--- config.mk ---
export PLATFORM = sky130hd
export DESIGN_NAME = uart_rx_flat
export DESIGN_NICKNAME = d
export VERILOG_FILES = /design/src/rtl/uart_pkg.sv /design/src/rtl/uart_rx_if.sv /design/src/rtl/uart_rx_sampler.sv /design/src/rtl/uart_rx.sv /design/src/flat_wrapper.sv
export SDC_FILE = /design/constraint.sdc
export NUM_CORES = 1
export LEC_CHECK = 0
export CORE_ASPECT_RATIO = 0.75
export CORE_UTILIZATION = 48
export CTS_BUF_LIST = sky130_fd_sc_hd__clkbuf_8
export CTS_CLUSTER_SIZE = 12
export DETAILED_ROUTE_END_ITERATION = 10
export PLACE_DENSITY = 0.69
export SYNTH_ARGS = -nofsm -noshare
export SYNTH_HDL_FRONTEND = slang
export SYNTH_HIERARCHICAL = 1
export SYNTH_SLANG_ARGS = --single-unit
export TNS_END_PERCENT = 100
--- constraint.sdc ---
create_clock -name CLK -period 4.2 [get_ports CLK]
set_input_delay 1.26 -clock CLK [delete_from_list [all_inputs] [get_ports CLK]]
set_output_delay 1.26 -clock CLK [all_outputs]
set_load 0.01 [all_outputs]
--- src/rtl/uart_pkg.sv ---
// Shared UART definitions: FSM state encoding, parity type constants and the
// three-sample majority helper. The transmit FSM reuses the same encoding.
package uart_pkg;

    typedef enum logic [2:0] {
        IDLE   = 3'b000,
        START  = 3'b001,
        DATA   = 3'b010,
        PARITY = 3'b011,
        STOP   = 3'b100
    } uart_state_e;

    localparam logic PAR_EVEN = 1'b0;
    localparam logic PAR_ODD  = 1'b1;

    function automatic logic majority3(input logic a, input logic b, input logic c);
        return (a & b) | (a & c) | (b & c);
    endfunction

endpackage

--- src/rtl/uart_rx_if.sv ---
// Receive-side result bus from uart_rx towards register/FIFO logic.
// Data_Valid, Par_Err and Stp_Err are one-cycle strobes with no ready: the
// receiver cannot stall the line, so the consumer must take P_DATA on the
// cycle Data_Valid is high. P_DATA stays stable between valid strobes.
interface uart_rx_if #(
    parameter int DATA_WIDTH = 8
);
    logic [DATA_WIDTH-1:0] P_DATA;
    logic                  Data_Valid;
    logic                  Par_Err;
    logic                  Stp_Err;

    modport master (output P_DATA, output Data_Valid, output Par_Err, output Stp_Err);
    modport slave  (input  P_DATA, input  Data_Valid, input  Par_Err, input  Stp_Err);
endinterface

--- src/rtl/uart_rx_sampler.sv ---
// Captures RX at edges P/2-2, P/2-1, P/2 of each bit and presents their
// majority, qualified by sample_valid_o at the decision edge P/2+1.
module uart_rx_sampler
    import uart_pkg::*;
#(
    parameter int PRESCALE_W = 6
) (
    input  logic                  CLK,
    input  logic                  RST,
    input  logic [PRESCALE_W-1:0] edge_cnt_i,
    input  logic [PRESCALE_W-1:0] prescale_i,
    input  logic                  rx_i,
    output logic                  sampled_bit_o,
    output logic                  sample_valid_o
);

    logic [PRESCALE_W-1:0] half;
    logic [2:0]            samples_q;
    logic [2:0]            samples_d;

    assign half = prescale_i >> 1;

    always_comb begin
        samples_d = samples_q;
        if (edge_cnt_i == half - PRESCALE_W'(2)) samples_d[0] = rx_i;
        if (edge_cnt_i == half - PRESCALE_W'(1)) samples_d[1] = rx_i;
        if (edge_cnt_i == half)                  samples_d[2] = rx_i;
    end

    always_ff @(posedge CLK) begin
        if (!RST) samples_q <= 3'b000;
        else      samples_q <= samples_d;
    end

    assign sampled_bit_o  = majority3(samples_q[0], samples_q[1], samples_q[2]);
    assign sample_valid_o = (edge_cnt_i == half + PRESCALE_W'(1));

endmodule

--- src/rtl/uart_rx.sv ---
// UART receiver: oversampled start/data/parity/stop recovery with registered
// result strobes. Define UART_RX_SYNC_EN to add a 2-flop RX_IN synchronizer.
module uart_rx
    import uart_pkg::*;
#(
    parameter int DATA_WIDTH = 8,
    parameter int PRESCALE_W = 6
) (
    input  logic                  CLK,
    input  logic                  RST,
    input  logic                  RX_IN,
    input  logic                  PAR_EN,
    input  logic                  PAR_TYP,
    input  logic [PRESCALE_W-1:0] Prescale,
    uart_rx_if.master             rx_out,
    output uart_state_e           dbg_state_o
);

    localparam int BIT_W = $clog2(DATA_WIDTH + 1);

    uart_state_e           state_q;
    logic [PRESCALE_W-1:0] edge_q;
    logic [PRESCALE_W-1:0] prescale_q;
    logic [BIT_W-1:0]      bit_q;
    logic [DATA_WIDTH-1:0] shift_q;
    logic [DATA_WIDTH-1:0] p_data_q;
    logic                  par_en_q;
    logic                  par_typ_q;
    logic                  par_flag_q;
    logic                  dv_q;
    logic                  pe_q;
    logic                  se_q;
    logic                  rx_s;
    logic                  bit_end;
    logic                  sampled_bit;
    logic                  sample_valid;

`ifdef UART_RX_SYNC_EN
    logic [1:0] sync_q;
    always_ff @(posedge CLK) begin
        if (!RST) sync_q <= 2'b11;
        else      sync_q <= {sync_q[0], RX_IN};
    end
    assign rx_s = sync_q[1];
`else
    assign rx_s = RX_IN;
`endif

    uart_rx_sampler #(.PRESCALE_W(PRESCALE_W)) u_sampler (
        .CLK            (CLK),
        .RST            (RST),
        .edge_cnt_i     (edge_q),
        .prescale_i     (prescale_q),
        .rx_i           (rx_s),
        .sampled_bit_o  (sampled_bit),
        .sample_valid_o (sample_valid)
    );

    assign bit_end = (edge_q == prescale_q - PRESCALE_W'(1));

    always_ff @(posedge CLK) begin
        if (!RST) begin
            state_q    <= IDLE;
            edge_q     <= '0;
            prescale_q <= '0;
            bit_q      <= '0;
            shift_q    <= '0;
            p_data_q   <= '0;
            par_en_q   <= 1'b0;
            par_typ_q  <= 1'b0;
            par_flag_q <= 1'b0;
            dv_q       <= 1'b0;
            pe_q       <= 1'b0;
            se_q       <= 1'b0;
        end else begin
            dv_q <= 1'b0;
            pe_q <= 1'b0;
            se_q <= 1'b0;
            if (state_q != IDLE) edge_q <= bit_end ? '0 : edge_q + PRESCALE_W'(1);
            case (state_q)
                IDLE: begin
                    // This cycle is edge 0 of the start bit, so counting resumes at 1.
                    if (!rx_s) begin
                        state_q    <= START;
                        edge_q     <= PRESCALE_W'(1);
                        prescale_q <= Prescale;
                        par_en_q   <= PAR_EN;
                        par_typ_q  <= PAR_TYP;
                        bit_q      <= '0;
                        par_flag_q <= 1'b0;
                    end
                end
                START: begin
                    if (sample_valid && sampled_bit) begin
                        state_q <= IDLE;
                        edge_q  <= '0;
                    end else if (bit_end) begin
                        state_q <= DATA;
                    end
                end
                DATA: begin
                    if (sample_valid) begin
                        shift_q <= {sampled_bit, shift_q[DATA_WIDTH-1:1]};
                        bit_q   <= bit_q + BIT_W'(1);
                    end
                    if (bit_end && bit_q == BIT_W'(DATA_WIDTH))
                        state_q <= par_en_q ? PARITY : STOP;
                end
                PARITY: begin
                    if (sample_valid)
                        par_flag_q <= sampled_bit != ((^shift_q) ^ (par_typ_q == PAR_ODD));
                    if (bit_end) state_q <= STOP;
                end
                STOP: begin
                    // Leave at the decision edge so a following start can resync early.
                    if (sample_valid) begin
                        state_q <= IDLE;
                        edge_q  <= '0;
                        se_q    <= !sampled_bit;
                        pe_q    <= par_flag_q;
                        if (sampled_bit && !par_flag_q) begin
                            p_data_q <= shift_q;
                            dv_q     <= 1'b1;
                        end
                    end
                end
                default: state_q <= IDLE;
            endcase
        end
    end

    assign rx_out.P_DATA     = p_data_q;
    assign rx_out.Data_Valid = dv_q;
    assign rx_out.Par_Err    = pe_q;
    assign rx_out.Stp_Err    = se_q;
    assign dbg_state_o       = state_q;

endmodule

--- src/flat_wrapper.sv ---
// flat-port wrapper written by rule: the top's interface ports become plain ports
module uart_rx_flat import uart_pkg::*;
#(
    parameter int DATA_WIDTH = 8,
    parameter int PRESCALE_W = 6
)
  (CLK, RST, RX_IN, PAR_EN, PAR_TYP, Prescale, dbg_state_o, rx_out_P_DATA, rx_out_Data_Valid, rx_out_Par_Err, rx_out_Stp_Err);
  uart_rx_if #(.DATA_WIDTH(DATA_WIDTH)) rx_out_i ();
  input  logic CLK;
  input  logic RST;
  input  logic RX_IN;
  input  logic PAR_EN;
  input  logic PAR_TYP;
  input  logic [PRESCALE_W-1:0] Prescale;
  output uart_state_e dbg_state_o;
  output wire logic [$bits(rx_out_i.P_DATA)-1:0] rx_out_P_DATA;
  output wire logic [$bits(rx_out_i.Data_Valid)-1:0] rx_out_Data_Valid;
  output wire logic [$bits(rx_out_i.Par_Err)-1:0] rx_out_Par_Err;
  output wire logic [$bits(rx_out_i.Stp_Err)-1:0] rx_out_Stp_Err;
  assign rx_out_P_DATA = rx_out_i.P_DATA;
  assign rx_out_Data_Valid = rx_out_i.Data_Valid;
  assign rx_out_Par_Err = rx_out_i.Par_Err;
  assign rx_out_Stp_Err = rx_out_i.Stp_Err;
  uart_rx #(.DATA_WIDTH(DATA_WIDTH), .PRESCALE_W(PRESCALE_W)) u_core (.CLK(CLK), .RST(RST), .RX_IN(RX_IN), .PAR_EN(PAR_EN), .PAR_TYP(PAR_TYP), .Prescale(Prescale), .rx_out(rx_out_i), .dbg_state_o(dbg_state_o));
endmodule
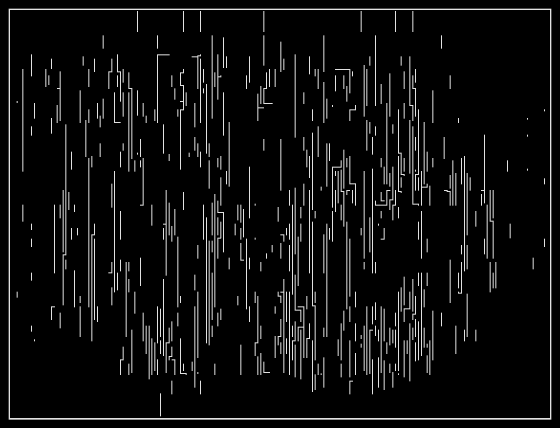
Run 1: the metal 2 layer
The wires run mostly vertical. The layer holds 38% of the routed length.

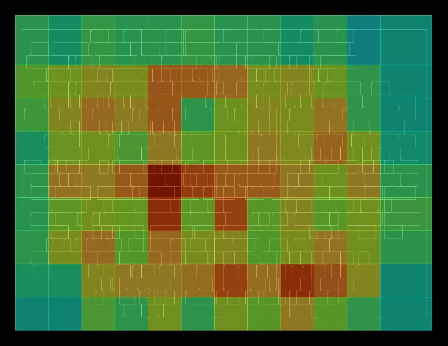
Run 1: track usage over the die
GR Util met3: 5.65%
Total GRT Usage: 21.2%
wire length per cell: 12.8 µm
fin util: 59.2%
met1 Resource Use GR: 33.4%

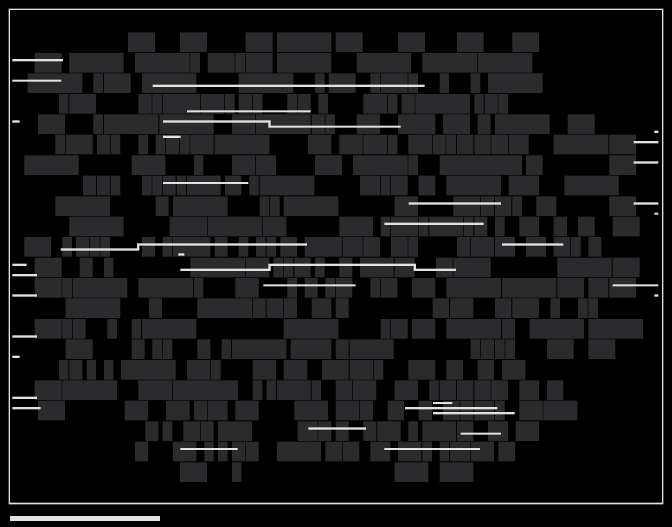
Run 1: met3 routing
Bar = 20 µm. Cells faint in the background.
32 nets have wire on it. The layer carries 316 µm of wire. The wires run mostly horizontal. The layer holds 6.0% of the routed length. The longest straight run is 35.9 µm.
routed wire length: 5240 µm
via count: 2146

==> flow_metrics.py, run 1 <==
# Generated from Yosys and OpenROAD reports
metrics = {
    "run_status": {
        "status": "completed",
    },
    "synth": {
        "syn-cell-area_um2": 2580,
        "synth-edff-count": 0,
        "top_area_cell": "dfxtp_1",
        "numSynthFlops": 44,
        "synth_dominant_cell_count": "nand2_1",
        "floorplan.nets": 337,
        "syn_inst": 317,
        "ys_cells": 317,
        "synth_top_area_share_pct": 34.1,
        "synth_top_flop_cell": "dfxtp_1",
        "async_flop_share_pct": 0,
        "yosys_warnings": 6,
    },
    "floorplanning": {
        "die_y_um": 65.5,
        "nWellTaps": 72,
        "core-area_um2": 5040,
        "io_pins": 25,
        "fp_util_pct": 51.2,
    },
    "cells_and_area": {
        "fin_area_um2": 2980,
        "layout_top_cells": "nand2_1 (48), dfxtp_1 (44), nor2_1 (28)",
        "logic_gates": 243,
        "buf_share_pct": 9.07,
        "n_all_inverters": 13,
        "instances_no_fill": 408,
        "fill_cells": 470,
        "n_all_buffers": 28,
        "clock_area_share_pct": 4.07,
        "nClkBuffers": 6,
        "comb_area_share_pct": 52.6,
        "diodes": 0,
        "areaGrowthSynthToFinish_pct": 15.5,
        "regArea_um2": 881,
        "ff_count": 44,
        "final_nets": 355,
    },
    "power_and_ir_drop": {
        "p_leak_nw": 1.16,
        "power_frac_comb_pct": 24.6,
        "fin_total_pwr_mw": 1.09,
        "pg_comb_mw": 0.268,
        "power_frac_seq_pct": 44.1,
        "intPower_mw": 0.751,
        "top_power_group": "sequential cells",
        "clockPowerShare_pct": 31.3,
    },
    "clock_network": {
        "cts_hold_repair.buffers": 0,
        "root_buffer": "clkbuf_8",
        "clkLatencyLatePin_ns": 0.30,
        "clockBufferDepth": 2,
        "clk_transition_reported_paths_ns": 0.08,
        "post_cts_buffers": 0,
        "cts_repair_resize_count": 0,
    },
    "global_routing": {
        "grt_pass1_vias": 1899,
        "grt_pass1_wl_um": 9300,
        "grt_max_degree": 21,
    },
    "final_timing": {
        "rsz0062_at_grt": "no",
        "clock_skew_ns": 0.00361,
        "tightest_slew_ns": 0.599,
        "setup_tns_ns": 0,
        "fmax_mhz": 331,
        "fin_crit_sh_pct": 71.9,
        "slew_headroom_pct": 60.0,
        "worst_slack_ns": 1.18,
        "fin_crit_ns": 3.02,
        "holdWs_ns": 0.469,
        "drv_slew": 0,
    },
    "run": {
        "drv_cap": 0,
        "warnings": 30,
    },
    "worst_hold_path": {
        "min_path_cells": 2,
        "hold_path.class": "reg2reg",
    },
    "route": {
        "ant_nets": 0,
        "dr.max_layer_used": "met4",
        "drt_iter0_drc": 161,
        "routed-wl-met2_um": 1970,
    },
    "setup_path": {
        "crit_fanout": 13,
        "path_buffers": 1,
        "cp.required_ns": 4.37,
        "setup.worst_path.start_class": "flip-flop",
        "worstReg2RegStart": "u_core/edge_q[2]",
        "path_depth": 11,
        "r2r_cells": 11,
        "crit_start": "u_core/edge_q[2]",
        "endpoint_kind": "flip-flop",
        "r2r-end": "u_core/rx_out.P_DATA[5]",
        "worstSetupPathType": "reg2reg",
    },
    "placement": {
        "detailed_place.area_um2": 2860,
        "dpl.hpwl_um": 3770,
        "placed_cells_incl_taps": 400,
        "place.gp.congestion": 0.814,
    },
}
Run 1, signal wires on met1:
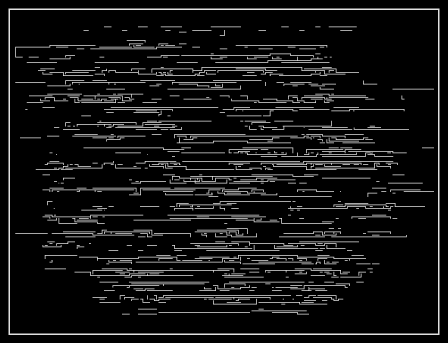

==> run 2, diff against run 1 <==
--- a/config.mk
+++ b/config.mk
@@ -10,7 +10,7 @@
 export CTS_BUF_LIST = sky130_fd_sc_hd__clkbuf_8
 export CTS_CLUSTER_SIZE = 12
 export DETAILED_ROUTE_END_ITERATION = 10
-export PLACE_DENSITY = 0.69
+export PLACE_DENSITY = 0.72
 export SYNTH_ARGS = -nofsm -noshare
 export SYNTH_HDL_FRONTEND = slang
 export SYNTH_HIERARCHICAL = 1
==> constraint.sdc (replaced) <==
create_clock -name CLK -period 2.5 [get_ports CLK]
set_input_delay 0.75 -clock CLK [delete_from_list [all_inputs] [get_ports CLK]]
set_output_delay 0.75 -clock CLK [all_outputs]
set_load 0.01 [all_outputs]
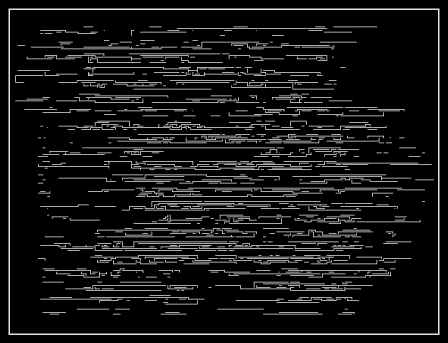
Run 2: signal wires on met1
The layer carries 3340 µm of wire. 354 nets have wire on it.
routed wire length: 6510 µm
met1 Resource Use GR: 36.5%
via count: 2398

==> flow_metrics.py, run 2 <==
# Generated from Yosys and OpenROAD reports
metrics = {
    "synth": {
        "syn-cell-area_um2": 2580,
        "syn_inst": 317,
        "synth_dominant_cell_count": "nand2_1",
        "top_area_cell": "dfxtp_1",
        "synth_top_flop_cell": "dfxtp_1",
        "synth_top_area_share_pct": 34.1,
        "async_flop_share_pct": 0,
        "ys_cells": 317,
        "common_cells": "nand2_1 (48), dfxtp_1 (44), nor2_1 (28), a21oi_1 (27), xnor2_1 (17)",
        "numSynthFlops": 44,
        "floorplan.nets": 337,
        "yosys_warnings": 6,
    },
    "cells_and_area": {
        "n_all_buffers": 57,
        "final_nets": 384,
        "buf_share_pct": 15.0,
        "diodes": 0,
        "ff_count": 44,
        "clock_area_share_pct": 3.47,
        "layout_top_cells": "nand2_1 (48), dfxtp_1 (39), buf_4 (29)",
        "fill_cells": 408,
        "instances_no_fill": 437,
        "seq_share_pct": 27.2,
        "n_all_inverters": 13,
        "nClkBuffers": 5,
        "regArea_um2": 900,
        "fin_area_um2": 3310,
        "largest_class": "logic gates",
        "logic_gates": 243,
        "areaGrowthSynthToFinish_pct": 28.4,
        "finish.utilization_pct": 65.8,
    },
    "floorplanning": {
        "nWellTaps": 72,
        "core-area_um2": 5040,
        "die_y_um": 65.5,
        "die_w_um": 86.7,
        "io_pins": 25,
        "fp_util_pct": 51.2,
    },
    "final_timing": {
        "drv_slew": 0,
        "holdWs_ns": 0.462,
        "worst_slack_ns": 0.0895,
        "fin_crit_ns": 2.41,
        "tightest_slew_ns": 0.418,
        "slew_headroom_pct": 72.1,
        "setup_tns_ns": 0,
        "fin_crit_sh_pct": 96.4,
        "clock_skew_ns": 0.00758,
    },
    "power_and_ir_drop": {
        "top_power_group": "sequential cells",
        "p_leak_nw": 1.31,
        "power.switching_mw": 0.667,
        "pg_comb_mw": 0.641,
        "clockPowerShare_pct": 29.0,
        "p_per_area_nw_per_um2": 600,
        "power_frac_comb_pct": 32.2,
        "fin_total_pwr_mw": 1.99,
        "p_clk_mw": 0.577,
        "power_frac_seq_pct": 38.8,
    },
    "global_routing": {
        "grt_busiest_layer": "met1",
        "grt_use_total_pct": 23.8,
        "grt_max_degree": 33,
        "use_met3_pct": 5.28,
        "grt_pass1_wl_um": 10300,
        "grt_pass1_vias": 2163,
    },
    "run": {
        "drv_cap": 0,
    },
    "setup_path": {
        "worstReg2RegStart": "u_core/prescale_q[3]",
        "path_buffers": 2,
        "cp.required_ns": 2.70,
        "r2r_cells": 12,
        "crit_start": "u_core/prescale_q[3]",
        "endpoint_kind": "flip-flop",
        "setup.worst_path.start_class": "flip-flop",
        "regToRegSetupSlack_ns": 0.09,
        "r2r-end": "u_core/rx_out.P_DATA[2]",
        "worstSetupPathType": "reg2reg",
    },
    "clock_network": {
        "clk_transition_reported_paths_ns": 0.10,
        "cts_repair_resize_count": 1,
        "cts_hold_repair.buffers": 0,
        "root_buffer": "clkbuf_8",
        "clkLatencyLatePin_ns": 0.30,
        "clockBufferDepth": 2,
    },
    "route": {
        "drt_iter0_drc": 126,
        "wl_per_cell_um": 14.9,
        "dr.max_layer_used": "met4",
        "routed-wl-met2_um": 2710,
    },
    "worst_hold_path": {
        "min_path_cells": 2,
        "hold_path.class": "reg2reg",
    },
    "placement": {
        "place.gp.congestion": 0.892,
        "detailed_place.area_um2": 3050,
        "placed_cells_incl_taps": 423,
    },
    "run_status": {
        "status": "completed",
    },
}
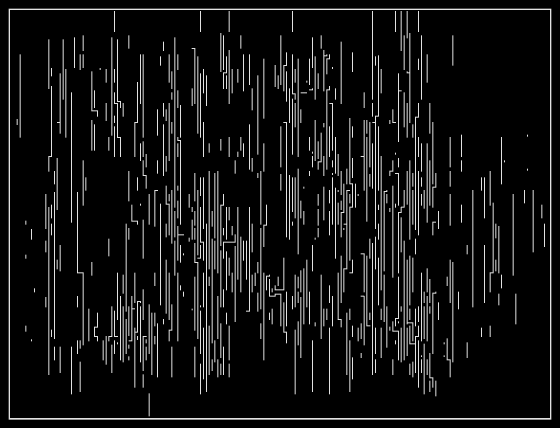
Run 2: the metal 2 layer
The wires run mostly vertical. The layer holds 42% of the routed length. The longest straight run is 27.2 µm. The layer carries 2710 µm of wire. 320 nets have wire on it.
GR Layer Usage met2: 32.0%

